==> config.mk <==
export PLATFORM = sky130hd
export DESIGN_NAME = muldiv_sequencer
export DESIGN_NICKNAME = d
export VERILOG_FILES = /design/src/rtl/muldiv_sequencer.sv
export SDC_FILE = /design/constraint.sdc
export NUM_CORES = 1
export LEC_CHECK = 0
export CAP_MARGIN = 20
export CORE_UTILIZATION = 35
export CTS_BUF_LIST = sky130_fd_sc_hd__clkbuf_4 sky130_fd_sc_hd__clkbuf_8
export CTS_CLUSTER_DIAMETER = 60
export CTS_CLUSTER_SIZE = 24
export DETAILED_ROUTE_END_ITERATION = 12
export GPL_TIMING_DRIVEN = 0
export MAX_ROUTING_LAYER = met4
export SETUP_SLACK_MARGIN = 0.02
export SLEW_MARGIN = 10
export SYNTH_ARGS = -nofsm -noshare
export SYNTH_HDL_FRONTEND = slang
export SYNTH_SLANG_ARGS = --single-unit
export TNS_END_PERCENT = 50
==> constraint.sdc <==
create_clock -name clock -period 8.1 [get_ports clock]
set_input_delay 0.81 -clock clock [delete_from_list [all_inputs] [get_ports clock]]
set_output_delay 0.81 -clock clock [all_outputs]
set_load 0.02 [all_outputs]
==> run_1/io_placement.png <==
The bar under the picture is 50 µm long. Pins as bars across the die edge, other pins in grey.
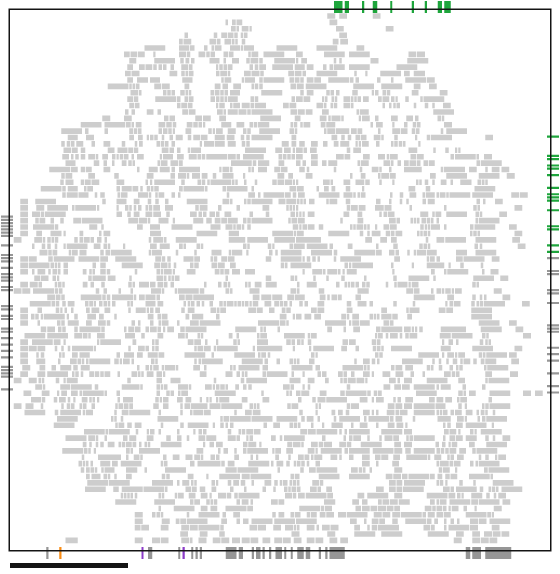
orange -> resetn  # pins 1, direction input, edge south
purple -> op  # pins 2, direction input, edge south
green -> hi  # pins 32, direction output, edge 17 north, 15 east
die x size: 230 µm
Buffers on Ports: 136
height of the die: 230 µm

==> run_1/cell_density.png <==
23 x 23 tiles, from white (low) to dark blue (high), 0 to 100% covered.
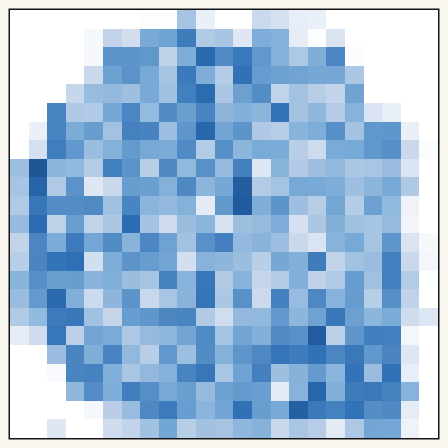
tiles over 75% full = 2.5%
emptiest ninth of the die = north-east
fullest tile = 85%
mean over tiles = 38%
nearly empty tiles = 16%
final design utilization: 0.412
starting density of the core: 0.354
total core area: 51300 µm²

==> run_1/placement.png <==
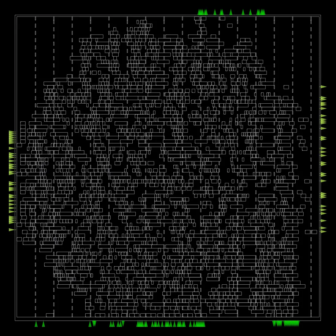
share of cell area taken by flip-flops and latches: 0.287
final cell count without fillers: 3087

==> results.txt, run 1 <==
Item: results of the latest flow run.

- After filler insertion, the fill cell instance count of the layout stands at ~5300.
- The I/O pin count is 138.
- After detailed routing, the met2 layer carries 32700 µm of wire.
- The share of the Yosys chip area taken by registers is 0.334.
- The count of placed standard cells including taps is 3029.
- The violation count after the first detailed-route iteration is 2052.
- The met3 track demand over resource in global routing is 0.0394.
- Across the whole layout, storage elements account for 6060 µm².
- Counting flops with an async set or reset pin after synthesis yields a share of 1.00.
- In this run, the synthesized area fraction spent on adder and majority cells is recorded as 0.0505.
- The number of antenna diodes in the final layout is 3.
- The final instance area is about 21000 µm².
- The report puts the hold buffer count at CTS at 0.
- The simple logic cell fraction of the synthesized area is 0.200.
- The flow ran to the end, and the final reports show no timing, DRC or antenna violations.
- The number of cells in the yosys synthesis report is 2211.
- The number of tap cells added at floorplan is slightly below 700.
- Counting cells, the worst reg-to-reg path comes to 13.
- The register with the most flip-flops in the layout has 64 of them.
- The count of inverters not on the clock network in the layout is 62.
- For this run, the number of Yosys warnings is 0.
- The total clock sinks is 242.
- The routing usage on met1 is 0.381.
- The largest fanout on the critical path is 10.
- The count of final setup violators is 0.
- The yosys-reported design area after synthesis is 18100 µm².
- The total global routing overflow is 0.
==> run 1: layout by cell type (no fill, tap or decap), types with 67 or more instances in the layout <==
cell type,n
sky130_fd_sc_hd__clkdlybuf4s50_1,135
sky130_fd_sc_hd__xnor2_1,84
sky130_fd_sc_hd__a21oi_1,134
sky130_fd_sc_hd__nand3_1,67
sky130_fd_sc_hd__clkbuf_1,130
sky130_fd_sc_hd__ha_1,70
sky130_fd_sc_hd__nor2_1,206
sky130_fd_sc_hd__dfrtp_1,242
sky130_fd_sc_hd__mux2i_1,71
sky130_fd_sc_hd__nand2_1,229
sky130_fd_sc_hd__o21ai_0,200
==> run 1: power breakdown <==
part	switching (mW)	leakage [nW]	internal, mW
combinational	1.84	5.28	1.21
sequential	0.540	3.03	1.58
clock	0.560	0.353	0.488
==> run_1/sizes.png <==
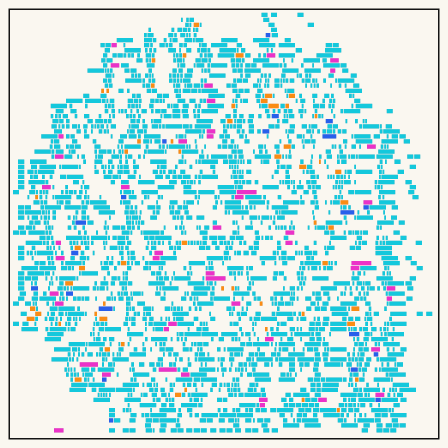

==> inputs of run 2 (changes only) <==
Clock period 8.1 ns to 3.6 ns, I/O delays scaled along.
==> run_2/sizes.png <==
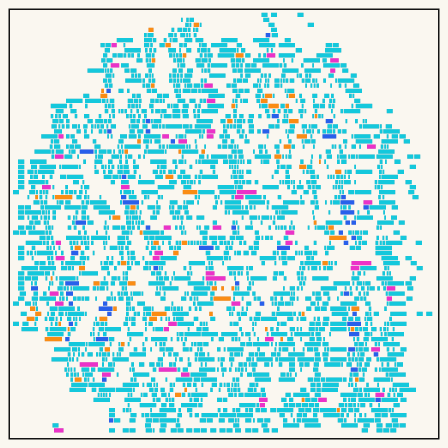
blue -> _3 and _4 cells  # cells 52, share 2.2%
cyan -> _0 and _1 cells  # cells 2239, share 93%
orange -> _2 cells  # cells 76, share 3.1%
magenta -> _6 and larger  # cells 49, share 2.0%
worst path setup slack after routing: 0.119 ns
count of non-CTS buffers in the layout: 304
post-synthesis to final-layout area growth: 18.2%

==> run 2 against run 1 <==
Die size stayed put; flip-flop count stayed put; clock-buffer cell count stayed put; sequential share of layout area is 0.42 points lower; highest routed layer unchanged.
==> results.txt, run 2 <==
Item: results of the latest flow run.

- The number of buffers between clock root and the deepest sink is 3.
- The total global routing overflow is 0.
- For this run, the chip area from Yosys synthesis comes to around 18000 µm².
- The chip height is 230 µm.
- For this block, the routed nets add up to about 73000 µm of wire.
- The power report attributes to the combinational group a share of 0.495.
- Of all the cell area in the finished design, non-clock buffers hold 0.101.
- The maximum single-stage delay on the critical path is 0.48 ns.
- The group that draws the most power in this run is combinational cells.
- The count of placed standard cells including taps is 3029.
- The share of total power dissipated in sequential elements is 0.338.
- The core region is 51300 µm².
- The violation count after the first detailed-route iteration is between 2000 and 2500.
- Counting only logic cells after layout, the most numerous master is sky130_fd_sc_hd__dfrtp_1.
- The sequential share of the synthesized area is 0.334.
- The total combinational power is 6.98 mW.
- The worst register-to-register path depth is 13.
- The proportion of register bits with asynchronous set or reset after synthesis is 1.00.
- The area used by sequential logic in the layout is about 6100 µm².
- The cell-mix breakdown from Yosys lists the simple-gate area share as 0.200.
- The I/O pin count is 138.
- The top cell types in the final layout, fill and taps aside, are sky130_fd_sc_hd__dfrtp_1 (238), sky130_fd_sc_hd__nand2_1 (229), sky130_fd_sc_hd__nor2_1 (201).
- The share of total power consumed by net switching is 0.472.
- Sorting the synthesis cell report by count puts at the top sky130_fd_sc_hd__dfrtp_1.
- The die outline area is about 53000 µm².
- The horizontal die dimension reported for this design is 230 µm.
- The detailed placer's ending HPWL is 57700 µm.
- Per the synth log, the flip-flop and latch total comes to 242.
- TritonCTS built the clock tree.
- For this run, the number of standard cells in the final layout without fillers is 3099.
- The final route contains approximately 18000 vias.
- Per STA, the worst path is made up of clkinv_4, clkbuf_2, nor2_1, ha_1, a211oi_1, nor2_1, a211oi_2, a21oi_2, o32a_4, a211oi_4, mux2i_1, o21ai_0, a31oi_1.
- Warnings reported by Yosys during synthesis add up to 0.
- The finished cells cover 21400 µm².
- The clock network fraction of design power is 0.167.
- The end-of-flow timing check tallies setup violations at 0.
- Measured on the finished design, the core utilization comes to 0.418.
- 3 antenna diodes ended up in the layout.
- Leaving out the clock tree, the finished layout contains an inverter count of around 62.
- The net switching power is 6.66 mW.
- The flow ran to the end, and the final reports show no timing, DRC or antenna violations.
- Per report_power, the Clock row totals 2.36 mW.
- The sequential power is 4.77 mW.
- The floorplan-stage core utilization is 0.354.
- The clock tree has to reach 242 sinks.
- The final-layout worst hold slack is 0.220 ns.
- The power report lists cell-internal power as 7.44 mW.
- The area fraction in full adders, half adders and majority gates is 0.0505.
- The number of cells in the yosys synthesis report is 2211.
- Looking at the critical path, the highest net fanout was 10.
==> run_2/placement.png <==
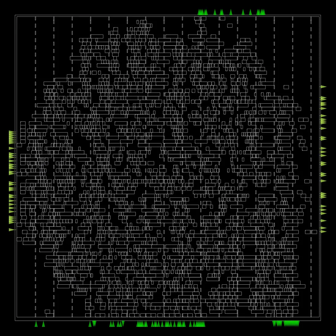
number of tap instances: 680
sequential cell count: 242
share of cell area taken by flip-flops and latches: 0.283

## run 2: cell counts after synthesis
Identical to the previous run, type by type.
## run 2: kinds of logic (layout without fill, tap and decap cells)
logic type               after synthesis  count (layout)
multiplexers                          81              81
adder cells (fa/ha/maj)               72              72
XOR/XNOR                             138             138
AND/OR/NAND/NOR                      746             746
buffers and inverters                215             420
flip-flops                           242             242
AND-OR/OR-AND                        717             717
other                                  0               3
## run 2: routing by layer
metal	vias up	track usage	wire [µm]
met5	-	-	0
met4	0	0.0927	2500
li1	8540	-	-
met1	9006	0.382	32200
met3	130	0.0378	6000
met2	823	0.430	32600
## run 2: what timing repair did
item                                   4_1_cts  5_1_grt
setup endpoints to repair                   92       55
endpoints found under the hold margin       63        0
cloned                                       0        0
pin swaps                                    4       10
hold buffers                                 1        0
gates resized                               29       38
buffers inserted                             6       10
Power and IR drop assume default switching activity.
